**Signal wires on met2**

Scale: 3 px per um.
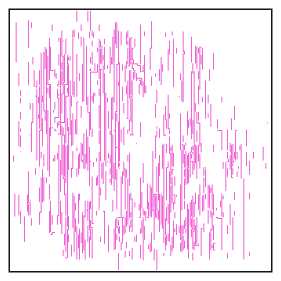
**Signal wires by layer**

Scale: 4 px per um.
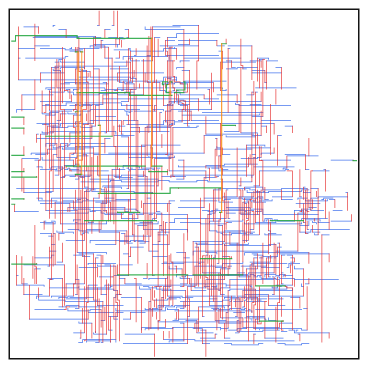
**Metal 3**

Scale: 3 px per um. Cells faint in the background.
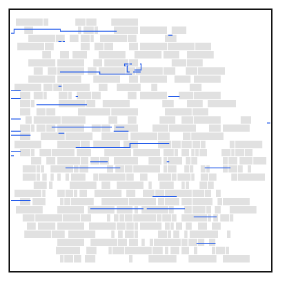
**Clock wiring as the flow saved it**

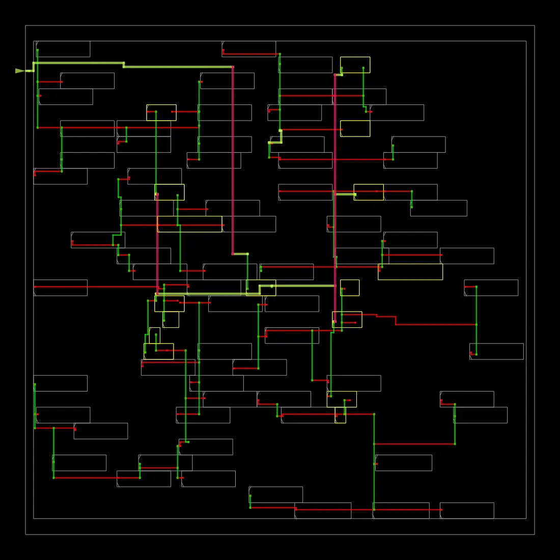
**Supply network**

Scale: 4 px per um. Pins as bars on the die edge. Tap cells in grey.
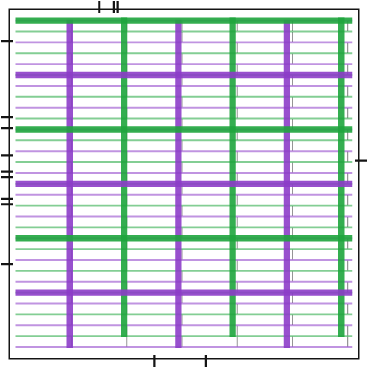
`config.mk`:
```
export PLATFORM = sky130hd
export DESIGN_NAME = uart_tx_buffered
export DESIGN_NICKNAME = d
export VERILOG_FILES = /design/src/rtl/uart_pkg.sv /design/src/rtl/uart_byte_fifo.sv /design/src/rtl/uart_tx_buffered.sv
export SDC_FILE = /design/constraint.sdc
export NUM_CORES = 1
export LEC_CHECK = 0
export CAP_MARGIN = 10
export CORE_UTILIZATION = 50
export DETAILED_ROUTE_END_ITERATION = 10
export GPL_TIMING_DRIVEN = 0
export PLACE_DENSITY = 0.7
export SLEW_MARGIN = 20
export SYNTH_ARGS = -nofsm -noshare
export SYNTH_HDL_FRONTEND = slang
export SYNTH_HIERARCHICAL = 1
export SYNTH_SLANG_ARGS = --single-unit
```
`constraint.sdc`:
```
create_clock -name clk -period 3.35 [get_ports clk]
set_clock_uncertainty 0.2 [all_clocks]
set_input_delay 0.335 -clock clk [delete_from_list [all_inputs] [get_ports clk]]
set_output_delay 0.335 -clock clk [all_outputs]
set_load 0.01 [all_outputs]
```
`src/rtl/uart_pkg.sv`:
```
// uart_pkg: shared FSM states, frame constants and elaboration-time helpers for the UART transmitter
package uart_pkg;

    typedef enum logic [1:0] {IDLE, START, DATA, STOP} tx_state_t;

    localparam int FRAME_BITS = 10;
    localparam int DATA_BITS  = 8;

    function automatic int clk_div(input int sys_clk_freq, input int baud_rate);
        return sys_clk_freq / baud_rate;
    endfunction

    // Bits needed to hold values 0..v-1, never less than one
    function automatic int clog2(input int v);
        int r;
        r = 0;
        while ((1 << r) < v) r++;
        return (r < 1) ? 1 : r;
    endfunction

endpackage

```
`src/rtl/uart_byte_fifo.sv`:
```
// uart_byte_fifo: synchronous FIFO with registered full flag and a one-cycle overflow pulse
module uart_byte_fifo
    import uart_pkg::*;
#(
    parameter int WIDTH = 8,
    parameter int DEPTH = 4,
    localparam int AW = clog2(DEPTH),
    localparam int CW = clog2(DEPTH + 1)
) (
    input  logic             clk,
    input  logic             rst,
    input  logic             push,
    input  logic             pop,
    input  logic [WIDTH-1:0] din,
    output logic [WIDTH-1:0] dout,
    output logic [CW-1:0]    count,
    output logic             full,
    output logic             empty,
    output logic             overflow
);
    logic [WIDTH-1:0] mem_q [DEPTH];
    logic [WIDTH-1:0] mem_d [DEPTH];
    logic [AW-1:0]    wr_q, wr_d, rd_q, rd_d;
    logic [CW-1:0]    count_q, count_d;
    logic             full_q, full_d, ovf_q, ovf_d;
    logic             do_push, do_pop;

    // A pop on the same edge frees the slot, so a full FIFO can still accept
    always_comb begin
        do_pop  = pop && (count_q != '0);
        do_push = push && (!full_q || do_pop);
        mem_d   = mem_q;
        if (do_push) mem_d[wr_q] = din;
        wr_d    = do_push ? wr_q + AW'(1) : wr_q;
        rd_d    = do_pop ? rd_q + AW'(1) : rd_q;
        count_d = count_q + CW'(do_push) - CW'(do_pop);
        full_d  = count_d == CW'(DEPTH);
        ovf_d   = push && !do_push;
    end

    always_ff @(posedge clk or posedge rst) begin
        if (rst) begin
            mem_q   <= '{default: '0};
            wr_q    <= '0;
            rd_q    <= '0;
            count_q <= '0;
            full_q  <= 1'b0;
            ovf_q   <= 1'b0;
        end else begin
            mem_q   <= mem_d;
            wr_q    <= wr_d;
            rd_q    <= rd_d;
            count_q <= count_d;
            full_q  <= full_d;
            ovf_q   <= ovf_d;
        end
    end

    assign dout     = mem_q[rd_q];
    assign count    = count_q;
    assign full     = full_q;
    assign empty    = count_q == '0;
    assign overflow = ovf_q;

endmodule

```
`src/rtl/uart_tx_buffered.sv`:
```
// uart_tx_buffered: 8N1 UART transmitter fed from a small byte FIFO
module uart_tx_buffered
    import uart_pkg::*;
#(
    parameter int baud_rate    = 9600,
    parameter int sys_clk_freq = 100_000_000,
    parameter int fifo_depth   = 4
) (
    input  logic       clk,
    input  logic       rst,
    input  logic       transmit,
    input  logic [7:0] tx_byte,
    output logic       tx,
    output logic       is_transmitting,
    output logic       fifo_full,
    output logic       overflow
);
    localparam int DIV   = clk_div(sys_clk_freq, baud_rate);
    localparam int CNT_W = clog2(DIV);
    localparam int CW    = clog2(fifo_depth + 1);

    tx_state_t            state_q, state_d;
    logic [CNT_W-1:0]     cnt_q, cnt_d;
    logic [2:0]           bit_idx_q, bit_idx_d;
    logic [DATA_BITS-1:0] shift_q, shift_d;
    logic                 tx_q, tx_d;
    logic                 pop, empty, bit_done;
    logic [DATA_BITS-1:0] head;
    logic [CW-1:0]        fifo_count;

    uart_byte_fifo #(.WIDTH(DATA_BITS), .DEPTH(fifo_depth)) u_fifo (
        .clk      (clk),
        .rst      (rst),
        .push     (transmit),
        .pop      (pop),
        .din      (tx_byte),
        .dout     (head),
        .count    (fifo_count),
        .full     (fifo_full),
        .empty    (empty),
        .overflow (overflow)
    );

    assign bit_done = cnt_q == CNT_W'(DIV - 1);

    always_comb begin
        state_d   = state_q;
        cnt_d     = bit_done ? '0 : cnt_q + CNT_W'(1);
        bit_idx_d = bit_idx_q;
        shift_d   = shift_q;
        tx_d      = tx_q;
        pop       = 1'b0;
        case (state_q)
            IDLE: begin
                cnt_d = '0;
                tx_d  = 1'b1;
                if (!empty) begin
                    pop     = 1'b1;
                    shift_d = head;
                    tx_d    = 1'b0;
                    state_d = START;
                end
            end
            START: if (bit_done) begin
                tx_d      = shift_q[0];
                shift_d   = shift_q >> 1;
                bit_idx_d = '0;
                state_d   = DATA;
            end
            DATA: if (bit_done) begin
                if (bit_idx_q == 3'(DATA_BITS - 1)) begin
                    tx_d    = 1'b1;
                    state_d = STOP;
                end else begin
                    tx_d      = shift_q[0];
                    shift_d   = shift_q >> 1;
                    bit_idx_d = bit_idx_q + 3'd1;
                end
            end
            // Popping at the end of the stop bit chains frames without an idle gap
            STOP: if (bit_done) begin
                if (!empty) begin
                    pop     = 1'b1;
                    shift_d = head;
                    tx_d    = 1'b0;
                    state_d = START;
                end else begin
                    state_d = IDLE;
                end
            end
            default: state_d = IDLE;
        endcase
    end

    always_ff @(posedge clk or posedge rst) begin
        if (rst) begin
            state_q   <= IDLE;
            cnt_q     <= '0;
            bit_idx_q <= '0;
            shift_q   <= '0;
            tx_q      <= 1'b1;
        end else begin
            state_q   <= state_d;
            cnt_q     <= cnt_d;
            bit_idx_q <= bit_idx_d;
            shift_q   <= shift_d;
            tx_q      <= tx_d;
        end
    end

    assign tx              = tx_q;
    assign is_transmitting = (state_q != IDLE) || (fifo_count != '0);

endmodule

```
==> summary.txt <==
run metrics: I/O pins=15, Max VDD drop=0.5417 mV, Final Critical Period=3.352 ns, reg-to-reg critical path startpoint=cnt_q[1], Area-dominant class=multi-input combinational cells, core area=6869 um^2, metal2 WL=3.607 mm, Seq. cell area=1732 um^2, final setup TNS=-0.002227 ns, worst hold slack=0.07501 ns, average wire per standard cell=17.48 um, DR pass1 iterations=5, Synth Seq Share=47.85%, total CTS buffers=9, overall die width=86.98 um, area share, top type=47.12%, Critical path origin=cnt_q[1], crit-path cells=ha_2 > and4_1 > and4_4 > nor2_4 > nor4_4 > o31ai_4 > inv_4 > o21ai_4 > ha_4 > inv_2 > ha_4 > fa_2 > xor2_2 > xnor2_1 > nor3b_2, #MultiIn Comb=193, Placer Congestion=0.8097, H-tree levels=3, Distinct lib cells used=54, RSZ-0062 raised after global routing=yes, Simple Share, Synth=11.33%, most frequent cells after synthesis=dfrtp_1 (68), a22o_1 (33), nand2_1 (18), nor2_1 (16), ha_1 (14), yosys aoi share=16.42%, final setup violation count=1, Critical Path End=u_fifo/full, Crit path arrival time=3.41 ns, DP Worst Slack=-0.3337 ns, Max clock buf depth=2, violated checks=setup timing, largest net degree at the start of global routing=36, Die Height=86.98 um, P_seq=1.21 mW, Final period util=100.1%, antenna violations before repair=0, GRT busiest layer=met2, Adder Area Share=5.405%, critical path depth in cells=15, CLK BUF=10, Final WS setup=-0.002227 ns, gr usage total=22.41%, Clock group=759 uW, die area=7566 um^2, root buffer cell=clkbuf_8, crit-path max FO=3, crit path DRT=3.41 ns, post-CTS setup buffer count=9, Async SR Flop Fraction=100.0%, Port Buffer Count=14, final WL=7.501 mm, share of layout cells above drive strength 1=30.33%, average size of a mapped cell=12.37 um^2, Final Hold Viols=0, PD cells=623.1 nW/um^2, # DRC=0, prevailing post-synth register cell=dfrtp_1, Worst path top cell family by delay=simple AND/OR/NAND/NOR gates, DPL Wire Length=4.870 mm, Final ANT Viol Nets=0, R2R Setup Slk=-0.002 ns, Initial Utilization=52.57%, FILL cells=531, Routed met3 length=268 um, CP max stage cell=dfrtp_1, Pleak=1.894 nW, most numerous logic cells after layout=dfrtp_1 (65), a22o_1 (33), nand2_1 (18), Signal buffers=42, top cell type by total area after synthesis=dfrtp_1, Initial DRC Count=130, Largest cells by area=dfrtp_1 (47%), a22o_1 (8.0%), mux4_2 (5.0%), Vias/cell=5.772, first-pass GRT wire length=12.65 mm, max-cap violations=0, FF-to-FF End=u_fifo/full, Startpoint Class=flip-flop, Net Switching=830.2 uW, R2R cell count=15, met2 GRT Util=34.00%, vias in the first global route=2,546, status=finished with violations, Combinational Power Share=26.6%, Logic cell area=1837 um^2, GR Util met3=3.981%, Final Instance Count excl. Fillers=429, NonClk Buf Share=7.987%, Ys Warns=6, Highest Signal Layer=met4, GR Overflow Total=0, Synthesized registers=69, Slew headroom=59.38%, ClkCell Share=5.199%, count leader, synth=dfrtp_1, Worst Setup End Kind=flip-flop, FMAX=0.2983 GHz, number of enable flip-flop cells=0, total power=2.684 mW, fraction of area in registers=40.20%, num rows=30, Comb/total area=42.64%, via count=2,476, number of OpenROAD warnings=35, crit path buf inv count=2, post-cts sizing count=19, Placed Area=3901 um^2, fin util=62.71%, cts hold-fix bufs=0, mux frac, synth=11.40%, Sequential Power Share=45.2%, flop count=69, cell mode on critical path=ha_4, kind of critical path=reg -> reg
-- 'signal wires on met2' (at the start) --
share of all routed wire: 48%
longest straight run: 33.0 um
main direction: vertical
wire length on this layer: 3,610 um

-- 'signal wires by layer' (at the start) --
legend:
  blue:
    layer: metal 1
    wire_length: 3,470 um
  orange:
    layer: metal 4
    wire_length: 154 um
  red:
    layer: metal 2
    wire_length: 3,610 um
  green:
    layer: metal 3
    wire_length: 268 um

-- 'metal 3' (at the start) --
nets with wire on the layer: 26
main direction: horizontal

-- 'clock wiring as the flow saved it' (at the start) --
Clock Sinks: 69
Latency at later pin: 0.33 ns

-- 'supply network' (at the start) --
legend:
  green:
    net: VDD
  purple:
    net: VSS
rows: 30
met4 straps: 6
tap cells: 96
signal pins: 15
met1 rails: 31

No activity file was given, so power comes from the tool's default toggle rates.
